$ cat src/rtl/mgmt_phy_target.sv
// LTPI Target-side PHY management FSM: detect, speed, advertise, accept and operational phases.
// Optional macro MGMT_PHY_TARGET_ACCEPT_TIMEOUT_EN adds a 1 ms timeout to CONFIGURATION_OR_ACCEPT.
package mgmt_phy_target_pkg;

  localparam int         TIMER_1MS_60MHZ = 60000;
  localparam logic [3:0] frame_length    = 4'd15;

  typedef enum logic [3:0] {
    ST_INIT                        = 4'd0,
    ST_COMMA_HUNTING               = 4'd1,
    ST_WAIT_LINK_DETECT_LOCKED     = 4'd2,
    ST_WAIT_LINK_SPEED_LOCKED      = 4'd3,
    ST_LINK_SPEED_CHANGE           = 4'd4,
    ST_WAIT_LINK_ADVERTISE_LOCKED  = 4'd5,
    ST_CONFIGURATION_OR_ACCEPT     = 4'd6,
    ST_OPERATIONAL                 = 4'd7,
    ST_OPERATIONAL_RESET           = 4'd8,
    ST_LINK_LOST_ERR               = 4'd9
  } rstate_t;

  typedef rstate_t link_state_t;

  typedef struct packed {
    logic software_reset;
    logic retraining_request;
  } LTPI_CSR_In_t;

endpackage

module mgmt_phy_target
  import mgmt_phy_target_pkg::*;
#(
  parameter int TIMER_1MS_CYCLES = TIMER_1MS_60MHZ,
  parameter int ACCEPT_FRM_NUM   = 4
) (
  input  logic         clk,
  input  logic         reset,
  input  logic [3:0]   tx_frm_offset,
  input  logic         aligned,
  input  logic         frame_crc_err,
  input  logic         link_detect_locked,
  input  logic         transmited_255_detect_frm,
  input  logic         speed_locked,
  input  logic         link_speed_timeout_detect,
  input  logic         advertise_locked,
  input  logic         configure_frm_rcv,
  input  logic         crc_consec_loss,
  input  logic         unexpected_frame_error,
  input  logic         operational_frm_lost_error,
  input  logic         remote_software_reset,
  input  link_state_t  remote_link_state,
  input  logic         pll_configuration_done,
  input  logic         change_freq_st,
  input  LTPI_CSR_In_t LTPI_CSR_In,
  output logic         pll_reconfig,
  output rstate_t      LTPI_link_ST
);

  localparam logic [15:0] TIMER_LAST  = 16'(TIMER_1MS_CYCLES - 1);
  localparam logic [3:0]  ACCEPT_LAST = 4'(ACCEPT_FRM_NUM);

  rstate_t     r_state;
  rstate_t     w_stateNext;
  logic        r_pllReconfig;
  logic [15:0] r_timer;
  logic        r_timerDone;
  logic [3:0]  r_acceptCnt;

  logic        w_frameEnd;
  logic        w_linkErr;
  logic [3:0]  w_acceptInc;
  logic        w_acceptDone;
  logic        w_timedState;
  logic        w_timerRun;
  logic        w_unused;

  assign w_frameEnd   = (tx_frm_offset == frame_length);
  assign w_linkErr    = crc_consec_loss | (unexpected_frame_error & ~frame_crc_err);
  assign w_acceptInc  = r_acceptCnt + 4'd1;
  assign w_acceptDone = w_frameEnd && (w_acceptInc == ACCEPT_LAST);
  assign w_unused     = ^remote_link_state;

`ifdef MGMT_PHY_TARGET_ACCEPT_TIMEOUT_EN
  assign w_timedState = (r_state == ST_COMMA_HUNTING) ||
                        (r_state == ST_WAIT_LINK_ADVERTISE_LOCKED) ||
                        (r_state == ST_CONFIGURATION_OR_ACCEPT);
`else
  assign w_timedState = (r_state == ST_COMMA_HUNTING) ||
                        (r_state == ST_WAIT_LINK_ADVERTISE_LOCKED);
`endif

  // The timer restarts on every state change so each timed phase gets a full 1 ms.
  assign w_timerRun = w_timedState && (w_stateNext == r_state);

  always_comb begin
    w_stateNext = r_state;
    case (r_state)
      ST_INIT: begin
        if (pll_configuration_done) w_stateNext = ST_COMMA_HUNTING;
      end
      ST_COMMA_HUNTING: begin
        if (aligned)
          w_stateNext = change_freq_st ? ST_WAIT_LINK_ADVERTISE_LOCKED : ST_WAIT_LINK_DETECT_LOCKED;
        else if (change_freq_st && r_timerDone)
          w_stateNext = ST_LINK_LOST_ERR;
      end
      ST_WAIT_LINK_DETECT_LOCKED: begin
        if (w_linkErr)
          w_stateNext = ST_LINK_LOST_ERR;
        else if (link_detect_locked && transmited_255_detect_frm && w_frameEnd)
          w_stateNext = ST_WAIT_LINK_SPEED_LOCKED;
      end
      ST_WAIT_LINK_SPEED_LOCKED: begin
        if (w_linkErr || link_speed_timeout_detect)
          w_stateNext = ST_LINK_LOST_ERR;
        else if (speed_locked && w_frameEnd)
          w_stateNext = ST_LINK_SPEED_CHANGE;
      end
      ST_LINK_SPEED_CHANGE: begin
        w_stateNext = ST_LINK_SPEED_CHANGE;
      end
      ST_WAIT_LINK_ADVERTISE_LOCKED: begin
        if (w_linkErr)
          w_stateNext = ST_LINK_LOST_ERR;
        else if (configure_frm_rcv && advertise_locked && w_frameEnd)
          w_stateNext = ST_CONFIGURATION_OR_ACCEPT;
        else if (r_timerDone && !advertise_locked)
          w_stateNext = ST_LINK_LOST_ERR;
      end
      ST_CONFIGURATION_OR_ACCEPT: begin
        if (w_linkErr)
          w_stateNext = ST_LINK_LOST_ERR;
        else if (w_acceptDone)
          w_stateNext = ST_OPERATIONAL;
`ifdef MGMT_PHY_TARGET_ACCEPT_TIMEOUT_EN
        else if (r_timerDone && w_frameEnd)
          w_stateNext = ST_WAIT_LINK_ADVERTISE_LOCKED;
`endif
      end
      ST_OPERATIONAL: begin
        if (w_linkErr)
          w_stateNext = ST_LINK_LOST_ERR;
        else if (LTPI_CSR_In.software_reset || remote_software_reset)
          w_stateNext = ST_OPERATIONAL_RESET;
        else if (LTPI_CSR_In.retraining_request)
          w_stateNext = ST_INIT;
        else if (operational_frm_lost_error)
          w_stateNext = ST_LINK_LOST_ERR;
      end
      ST_OPERATIONAL_RESET: begin
        if (w_linkErr)
          w_stateNext = ST_LINK_LOST_ERR;
        else if (w_frameEnd)
          w_stateNext = ST_WAIT_LINK_ADVERTISE_LOCKED;
      end
      ST_LINK_LOST_ERR: begin
        w_stateNext = ST_INIT;
      end
      default: begin
        w_stateNext = ST_INIT;
      end
    endcase
  end

  // PLL request follows the state being entered, so it lands in the same cycle as the state.
  always_ff @(posedge clk or posedge reset) begin
    if (reset) begin
      r_state       <= ST_INIT;
      r_pllReconfig <= 1'b0;
    end else begin
      r_state       <= w_stateNext;
      r_pllReconfig <= (w_stateNext == ST_INIT) || (w_stateNext == ST_LINK_SPEED_CHANGE);
    end
  end

  always_ff @(posedge clk or posedge reset) begin
    if (reset) begin
      r_timer     <= 16'd0;
      r_timerDone <= 1'b0;
    end else if (!w_timerRun) begin
      r_timer     <= 16'd0;
      r_timerDone <= 1'b0;
    end else if (r_timer == TIMER_LAST) begin
      r_timerDone <= 1'b1;
    end else begin
      r_timer <= r_timer + 16'd1;
    end
  end

  always_ff @(posedge clk or posedge reset) begin
    if (reset) begin
      r_acceptCnt <= 4'd0;
    end else if (r_state != ST_CONFIGURATION_OR_ACCEPT) begin
      r_acceptCnt <= 4'd0;
    end else if (w_frameEnd) begin
      r_acceptCnt <= w_acceptInc;
    end
  end

  assign pll_reconfig = r_pllReconfig;
  assign LTPI_link_ST = r_state;

endmodule

$ cat config.mk
export PLATFORM = sky130hd
export DESIGN_NAME = mgmt_phy_target
export DESIGN_NICKNAME = d
export VERILOG_FILES = /design/src/rtl/mgmt_phy_target.sv
export SDC_FILE = /design/constraint.sdc
export NUM_CORES = 1
export LEC_CHECK = 0
export CORE_ASPECT_RATIO = 2
export CORE_MARGIN = 5
export CORE_UTILIZATION = 35
export CTS_CLUSTER_DIAMETER = 120
export DETAILED_ROUTE_END_ITERATION = 16
export PLACE_DENSITY = 0.6
export SLEW_MARGIN = 20
export SYNTH_ARGS = -nofsm -noshare
export SYNTH_HDL_FRONTEND = slang
export SYNTH_SLANG_ARGS = --single-unit
$ cat constraint.sdc
create_clock -name clk -period 5.6 [get_ports clk]
set_input_delay 0.56 -clock clk [delete_from_list [all_inputs] [get_ports clk]]
set_output_delay 0.56 -clock clk [all_outputs]
set_load 0.005 [all_outputs]
Where the registers sit:
Drawn at 6 px/um.
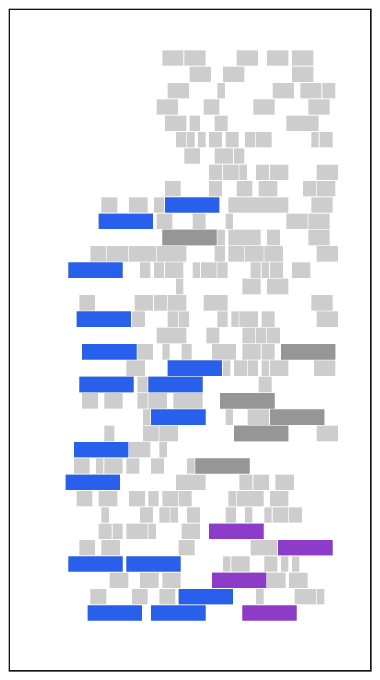
legend:
  purple:
    netlist_name: r_acceptCnt
    flops: 4
  blue:
    netlist_name: r_timer
    flops: 16
not colored: 6

Signal wires by layer:
Drawn at 6 px/um.
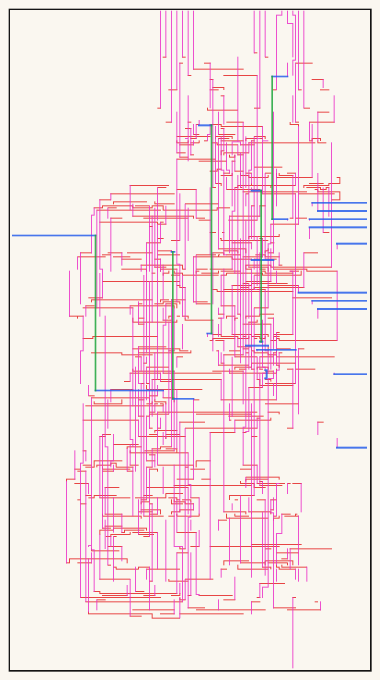
legend:
  blue:
    layer: metal 3
    wire_length: 133 um
  magenta:
    layer: metal 2
    wire_length: 2480 um
  red:
    layer: metal 1
    wire_length: 1620 um
  green:
    layer: metal 4
    wire_length: 134 um

Clock wiring as the flow saved it:
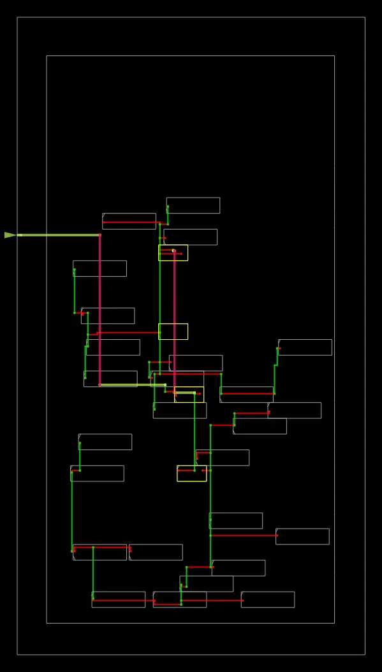
clock buffer count from CTS: 3
clk pwr: 0.122 mW
clock latency on the worst-skew pair: 0.27 ns
layout sequential cell count: 26

==> impl_metrics.ini <==
; yosys + openroad results
[logic_synthesis]
ys_area_mm2 = 0.001750
async_reset_ff_share_pct = 100.0
ys_sh_simple_pct = 26.30
top_logic_kind = simple AND/OR/NAND/NOR gates
top_area_cell = dfrtp_1
ys_top_cells_by_count = 26 x dfrtp_1, 17 x nand2_1, 16 x a211oi_1, 10 x xor2_1, 9 x nor2b_1
mux_share_pct = 1.144
syn_nets = 217
ys_types = 47
ys_ff = 26
synth_xor_xnor_area_share_pct = 8.006
avgSynthCellArea_um2 = 9.311
synth.cellmix.compoundShare_pct = 20.87
synth-edff-count = 0
ys_warn_count = 0
area_leaders = dfrtp_1 37%, a211oi_1 6.9%, xor2_1 5.0%
syn-cell-area_mm2 = 0.001750
ys_seq_share_pct = 37.17
ys_cells = 188

[sta]
fin_ws_ns = 2.977
skew_ns = 0.002332
finalSetupViolCount = 0
timing.final.crit_share_pct = 46.84
relSlewSlack_pct = 36.10
post-route-min-period_ns = 2.623
max_freq_mhz = 381.3
rsz0062_at_grt = false
final-max-slew-violation-count = 0
tightest_slew_ns = 0.9526
finalHoldViolations = 0

[setup_path]
startpoint_type = input port
worst-r2r-setup-slack_ns = 3.24
required_ns = 5.81
critical_path_arrival_ns = 2.84
crit_chain = clkdlybuf4s50_1 -> and4_1 -> a311oi_2 -> o32ai_1 -> a2111oi_4 -> buf_4 -> and4b_1
cp_slowest_cell = a2111oi_4
cp_top_family = AND-OR/OR-AND gates
slowest_delay_ns = 0.54
endpoint = pll_reconfig
crit_start = tx_frm_offset[2]
path_buffers = 2

[final_layout]
final.fill_count = 509
signal_buffers = 27
area_dominant_class = combinational gates
top_register = r_timer
lay_top_cells = 26 x dfrtp_1, 26 x clkdlybuf4s50_1, 17 x nand2_1, 16 x a211oi_1, 10 x xor2_1
comb_cells = 147
area.growth.synth_to_final_pct = 19.23
final_area_mm2 = 0.002087
clkCellAreaFrac_pct = 2.638
final_cells = 266
comb_area_mm2 = 0.001023

[global_routing]
grt_busiest_layer = met2
grt_pass1_wl_um = 7155
grt_antenna_before_repair = 0
overflow = 0
met2_usage_pct = 25.85
grt_pass1_vias = 1540
use_met3_pct = 1.865
grt_max_degree = 27

[floorplanning]
fp-utilization_pct = 35.98
die_y_um = 110.0
rows = 36
dieArea_mm2 = 0.006601
taps = 57
die_width_um = 60.01

[place]
dpl.hpwl_um = 3249
post_dp_cell_area_mm2 = 0.002024
dp_cells = 261
gp_congestion = 0.7664
portBuffers = 26
place_ws_ns = 2.336

[pwr]
p_seq_mw = 0.252
p_int_mw = 0.3869
top_power_group = combinational cells
peakVddDrop_mv = 0.1827
pwr-share-seq_pct = 39.9
p_per_area_mw_per_mm2 = 303.5
combPwrFrac_pct = 40.8
pwr-share-clk_pct = 19.3
power.net_switching_mw = 0.2465
total_power_mw = 0.6334

[drt]
drt_iter0_drc = 41
drt-pass1-iter-count = 4
wl_um = 4362
route.met3.wl_um = 133
vias = 1531
wl_met2_um = 2475
ant_nets = 0

[worst_hold_path]
min_delay_path_depth = 2
hp-class = flip-flop to flip-flop
hold_path_end = r_timer[9]

[run]
drv_cap = 0
warning_count = 31

[status]
status = finished clean

[clock_tree]
ctsHoldBuffers = 0
h-tree-depth = 1
cts_resized = 0
cts_buffer_depth = 2
cts_tree = yes
cts.sinks = 26
No activity file was given, so power comes from the tool's default toggle rates.
